===== src/rtl/addsub_serial_p.sv =====
// ---------------------------------------------------------------------------
// addsub_serial_p
//   Digit-serial adder/subtractor. Operands are latched on an accepted start
//   and consumed DIGIT bits per clock, LSB digit first, so a WIDTH-bit
//   operation takes N = WIDTH/DIGIT RUN cycles followed by one DONE cycle.
//   Subtraction is a + ~b + ~cin, so cin doubles as a borrow-in and cout
//   reads as "no borrow" in subtract mode.
//
// Handshake: start is sampled only while IDLE (busy=0, done=0); one
//   accepted start produces exactly one done pulse N+1 cycles later unless
//   rst intervenes. Starts seen during RUN or DONE are dropped.
//
// Ports
//   clk        rising-edge clock
//   rst        asynchronous, active-high reset
//   start      operation request (sampled in IDLE only)
//   sub        0 = add, 1 = subtract
//   a, b       WIDTH-bit operands
//   cin        carry-in / borrow-in
//   busy       high while digits are being processed
//   done       one-cycle pulse when result/flags update
//   result     last completed result, held until the next done
//   cout       carry out of the MSB
//   ovf        signed overflow (carry into MSB ^ carry out of MSB)
//   zero       result == 0
//   dbg_state  FSM state (0 = IDLE, 1 = RUN, 2 = DONE)
// ---------------------------------------------------------------------------
module addsub_serial_p #(
  parameter int WIDTH = 8,
  parameter int DIGIT = 2
) (
  input  logic             clk,
  input  logic             rst,
  input  logic             start,
  input  logic             sub,
  input  logic [WIDTH-1:0] a,
  input  logic [WIDTH-1:0] b,
  input  logic             cin,
  output logic             busy,
  output logic             done,
  output logic [WIDTH-1:0] result,
  output logic             cout,
  output logic             ovf,
  output logic             zero,
  output logic [1:0]       dbg_state
);

  localparam int N  = WIDTH / DIGIT;
  localparam int CW = (N > 1) ? $clog2(N) : 1;

  generate
    if ((WIDTH < 2) || (DIGIT < 1) || (DIGIT > WIDTH) || ((WIDTH % DIGIT) != 0)) begin : g_bad_param
      $error("addsub_serial_p: DIGIT must divide WIDTH and WIDTH must be >= 2");
    end
  endgenerate

  typedef enum logic [1:0] {
    S_IDLE = 2'd0,
    S_RUN  = 2'd1,
    S_DONE = 2'd2
  } state_t;

  state_t           r_state;
  state_t           w_state_nxt;
  logic [WIDTH-1:0] r_a;
  logic [WIDTH-1:0] r_b;
  logic             r_c;
  logic [WIDTH-1:0] r_res;
  logic [CW-1:0]    r_cnt;
  logic [WIDTH-1:0] r_result;
  logic             r_cout;
  logic             r_ovf;
  logic             r_zero;

  logic             w_last;
  logic [DIGIT:0]   w_sum;
  logic [WIDTH-1:0] w_res_nxt;
  logic             w_cmsb;

  assign w_last = (r_cnt == CW'(N - 1));

  // One digit of the ripple: low DIGIT bits of A and B plus the running carry.
  assign w_sum = {1'b0, r_a[DIGIT-1:0]} + {1'b0, r_b[DIGIT-1:0]} + {{DIGIT{1'b0}}, r_c};

  // Partial result shifts right; the new digit enters at the top so that
  // after N digits the LSB digit has reached bit 0.
  assign w_res_nxt = (r_res >> DIGIT) | (WIDTH'(w_sum[DIGIT-1:0]) << (WIDTH - DIGIT));

  // Carry into the MSB: on the last digit the MSB is the top bit of the
  // digit, so it is the carry out of the lower DIGIT-1 bits of that digit.
  generate
    if (DIGIT == 1) begin : g_cmsb_bit
      assign w_cmsb = r_c;
    end else begin : g_cmsb_digit
      logic [DIGIT-1:0] w_low;
      assign w_low  = {1'b0, r_a[DIGIT-2:0]} + {1'b0, r_b[DIGIT-2:0]} + {{(DIGIT-1){1'b0}}, r_c};
      assign w_cmsb = w_low[DIGIT-1];
    end
  endgenerate

  // FSM state register
  always_ff @(posedge clk or posedge rst) begin
    if (rst) r_state <= S_IDLE;
    else     r_state <= w_state_nxt;
  end

  // FSM next-state logic
  always_comb begin
    w_state_nxt = r_state;
    case (r_state)
      S_IDLE:  if (start) w_state_nxt = S_RUN;
      S_RUN:   if (w_last) w_state_nxt = S_DONE;
      S_DONE:  w_state_nxt = S_IDLE;
      default: w_state_nxt = S_IDLE;
    endcase
  end

  // Datapath and registered outputs
  always_ff @(posedge clk or posedge rst) begin
    if (rst) begin
      r_a      <= '0;
      r_b      <= '0;
      r_c      <= 1'b0;
      r_res    <= '0;
      r_cnt    <= '0;
      r_result <= '0;
      r_cout   <= 1'b0;
      r_ovf    <= 1'b0;
      r_zero   <= 1'b0;
    end else begin
      case (r_state)
        S_IDLE: begin
          if (start) begin
            r_a   <= a;
            r_b   <= sub ? ~b : b;
            r_c   <= sub ? ~cin : cin;
            r_cnt <= '0;
          end
        end
        S_RUN: begin
          r_res <= w_res_nxt;
          r_c   <= w_sum[DIGIT];
          r_a   <= r_a >> DIGIT;
          r_b   <= r_b >> DIGIT;
          r_cnt <= r_cnt + CW'(1);
          if (w_last) begin
            r_result <= w_res_nxt;
            r_cout   <= w_sum[DIGIT];
            r_ovf    <= w_cmsb ^ w_sum[DIGIT];
            r_zero   <= (w_res_nxt == '0);
          end
        end
        default: ;
      endcase
    end
  end

  assign busy      = (r_state == S_RUN);
  assign done      = (r_state == S_DONE);
  assign result    = r_result;
  assign cout      = r_cout;
  assign ovf       = r_ovf;
  assign zero      = r_zero;
  assign dbg_state = r_state;

endmodule


===== config.mk =====
export PLATFORM = sky130hd
export DESIGN_NAME = addsub_serial_p
export DESIGN_NICKNAME = d
export VERILOG_FILES = /design/src/rtl/addsub_serial_p.sv
export SDC_FILE = /design/constraint.sdc
export NUM_CORES = 1
export LEC_CHECK = 0
export ABC_AREA = 1
export CAP_MARGIN = 20
export CORE_MARGIN = 3
export CORE_UTILIZATION = 54
export CTS_CLUSTER_SIZE = 16
export DETAILED_ROUTE_END_ITERATION = 10
export PLACE_DENSITY = 0.83
export SETUP_SLACK_MARGIN = 0.2
export SYNTH_ARGS = -nofsm -noshare
export SYNTH_HDL_FRONTEND = slang
export SYNTH_SLANG_ARGS = --single-unit

===== constraint.sdc =====
create_clock -name clk -period 4.2 [get_ports clk]
set_input_delay 0.63 -clock clk [delete_from_list [all_inputs] [get_ports clk]]
set_output_delay 0.63 -clock clk [all_outputs]
set_load 0.02 [all_outputs]

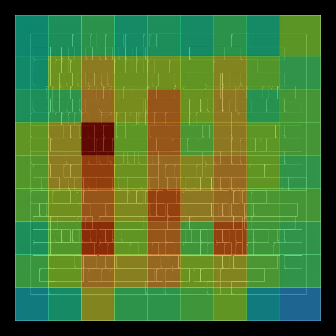
run_1/congestion.png
met2 GRT Util: 29.3%
gr busiest metal: met2
GR Util met1: 24.0%
GRT Overall Usage: 18.7%
met3 Use GR: 6.24%

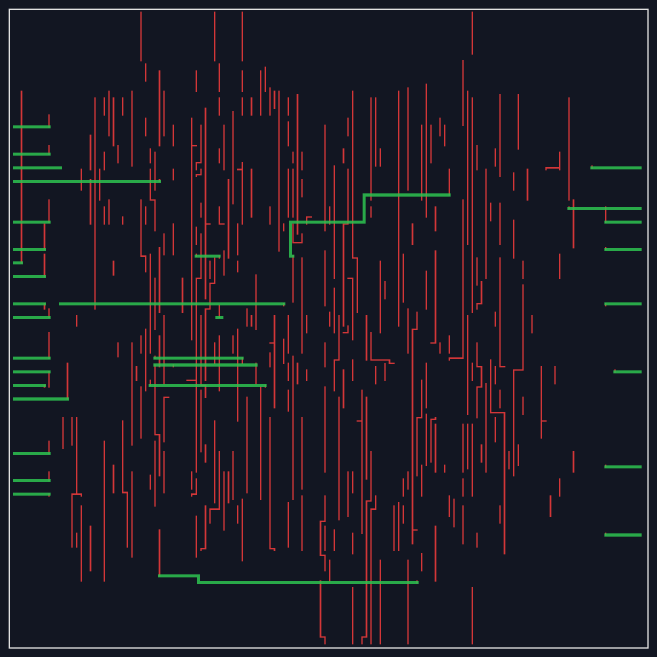
run_1/wires.png
(10 px per um) Only two layers are drawn.
legend:
  metal 2:
    color: red
    wire_length: 1470 um
  metal 3:
    color: green
    wire_length: 204 um
final wirelength: 3.22 mm
via count: 1459
drt wl/cell: 11.0 um

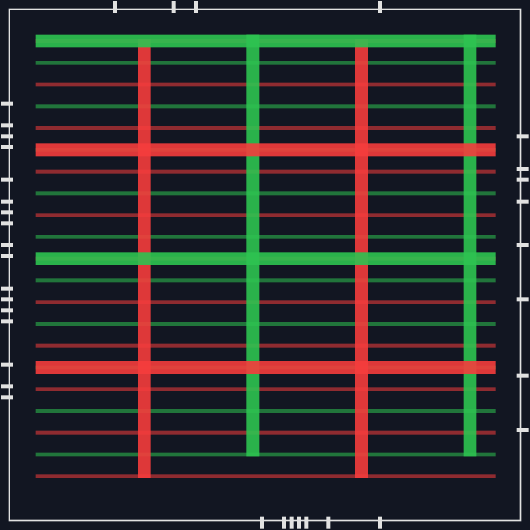
run_1/power_grid.png
(8 px per um) Pins as bars on the die edge.
legend:
  VDD:
    color: green
  VSS:
    color: red
signal pins: 36
met4 straps: 4
met1 rails: 21
chip width: 63.7 um
Worst VDD drop: 353 uV
Core Box Area: 3130 um2

==> flow_summary_export.csv, run 1 <==
group,metric,value,unit
timing,clock_skew,0.00667,ns
power_and_ir_drop,pg_clk,0.175,mW
cts,cts_made_buffers,5,
logic_synthesis,ys_warn_count,0,
global_route,grt_max_degree,33,
power_and_ir_drop,sw_frac_of_total,41.1,%
layout,logic_gates,145,
timing,hold_viol_final,0,
timing,setup_viol,0,
logic_synthesis,ys_sh_xor,1.46,%
timing,worst_slew_pin_slew,0.941,ns
setup_path,cp_slowest_cell,"clkdlybuf4s50_1",
layout,final_cells,292,
setup_path,arrival,1.82,ns
logic_synthesis,synth_cell_types,20,
floorplan,fp_util,57.5,%
setup_path,r2r_slack,2.31,ns
logic_synthesis,netlist_instances,214,
power_and_ir_drop,power,1.47,mW
setup_path,critPathMaxStageDelay,0.69,ns
cts,cts_hold_buf,0,
setup_path,timing.rr.end,"zero",
detailed_routing,wl_met2,1.47,mm
timing,slew_headroom,37.2,%
logic_synthesis,ys_sh_simple,28.4,%
logic_synthesis,synthTopCellsByCount,"nand2_1 (79), dfrtp_1 (38), nand3_1 (34)",
logic_synthesis,ys_sh_adder,2.92,%
layout,lay_top_count,"nand2_1",
layout,layout_top_cells,"nand2_1 (79), dfrtp_1 (38), clkdlybuf4s50_1 (35), nand3_1 (34), inv_1 (18)",
layout,final_area,2200,um2
cts,clock_sinks,38,
layout,fillers,265,
place,placed_area,2150,um2
layout,diodes,0,
setup_path,critical_path_class,"flop to primary output",
setup_path,critPathLaunch,"dbg_state[1]",
detailed_routing,drtAntennaViolNets,0,
layout,utilization,70.3,%
run,max-cap-violations,0,
layout,nNonClkInverters,22,
global_route,grt_pass1_wl,5.87,mm
layout,ff_count,38,
logic_synthesis,logic_family,"simple AND/OR/NAND/NOR gates",
cts,cts_root_buf,"clkbuf_4",
layout,seqAreaFraction,43.3,%
power_and_ir_drop,top_power_group,"combinational cells",
layout,register_area,951,um2
timing,period_used_share,58.3,%
layout,final_layout_size_suffix_gt1_share,8.06,%
place,pre_cts_ws,2.13,ns
power_and_ir_drop,netSwitchingPower,0.604,mW
setup_path,end_kind,"primary output",
worst_hold_path,hp-start,"result[0]",
power_and_ir_drop,p_seq_share,41.7,%
cts,htree_levels,2,
logic_synthesis,yosysSeqAreaShare,52.9,%
detailed_routing,drcViolationCount,0,
worst_hold_path,whs_path_depth,2,
setup_path,worstPathRequired,3.57,ns
outcome,status,"finished, final reports clean",
logic_synthesis,aoi_share,6.47,%
detailed_routing,firstDrtPassIters,5,
place,dpl.cell_count,285,
global_route,grt_pass1_vias,1355,
logic_synthesis,synth_area_per_cell,8.41,um2
cts,cts_buffer_depth,2,
timing,timing.final.ws_setup,1.75,ns
cts,post_cts_resize_count,0,
logic_synthesis,synth_flop_count,38,
detailed_routing,top_layer,"met4",
setup_path,r2r_start,"r_a[0]",
power_and_ir_drop,p_leak,1.08,nW
layout,nClkBuffers,7,
floorplan,n_tap_cell,44,
setup_path,reg2reg_depth,7,
logic_synthesis,yosys_cells,214,
cts,insertion_delay,0.34,ns
setup_path,critPathTopFamily,"buffers and inverters",
==> inputs of run 2 (changes only) <==
CORE_UTILIZATION = 46   (was 54)
PLACE_DENSITY = 0.75   (was 0.83)
clock period = 2 ns   (was 4.2 ns; I/O delays follow)
==> flow_summary_export.csv, run 2 <==
group,metric,value,unit
cts,htree_levels,2,
layout,final_cells,303,
cts,clock_sinks,38,
setup_path,cp_slowest_cell,"fa_2",
logic_synthesis,yosys_cells,214,
layout,utilization,62.4,%
power_and_ir_drop,top_power_group,"combinational cells",
cts,cts_made_buffers,5,
setup_path,arrival,1.95,ns
cts,cts_hold_buf,0,
run,max-cap-violations,0,
timing,period_used_share,85.8,%
logic_synthesis,ys_sh_simple,28.4,%
detailed_routing,routed_wl,3.50,mm
setup_path,critPathTopFamily,"adder cells",
outcome,status,"finished, final reports clean",
global_route,grt_use_met3,5.51,%
floorplan,n_tap_cell,48,
layout,layout_top_cells,"nand2_1 (79), dfrtp_1 (37), nand3_1 (34), clkdlybuf4s50_1 (33), inv_1 (17)",
place,pre_cts_ws,0.205,ns
layout,nNonClkInverters,22,
setup_path,critPathLaunch,"r_c",
place,dpl.cell_count,293,
setup_path,r2r_slack,0.28,ns
cts,post_cts_resize_count,3,
layout,lay_top_count,"nand2_1",
layout,final_layout_size_suffix_gt1_share,12.9,%
place,placed_area,2190,um2
power_and_ir_drop,p_leak,1.16,nW
setup_path,critPathMaxStageDelay,0.55,ns
global_route,gr-usage-all-layers,17.9,%
global_route,grt_max_degree,39,
power_and_ir_drop,p_seq_share,37.2,%
timing,timing.final.ws_setup,0.284,ns
setup_path,r2r_start,"r_c",
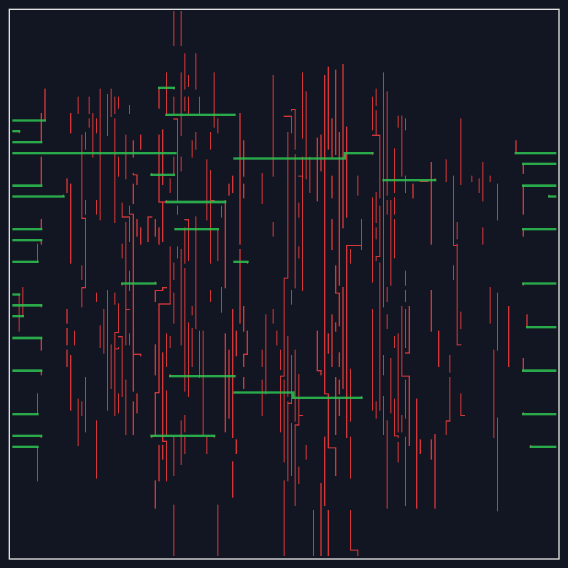
run_2/wires.png
(8 px per um) Only two layers are drawn.
legend:
  metal 2:
    color: red
    wire_length: 1650 um
  metal 3:
    color: green
    wire_length: 194 um
drt wl/cell: 11.5 um
via count: 1477

Power and IR drop assume default switching activity.
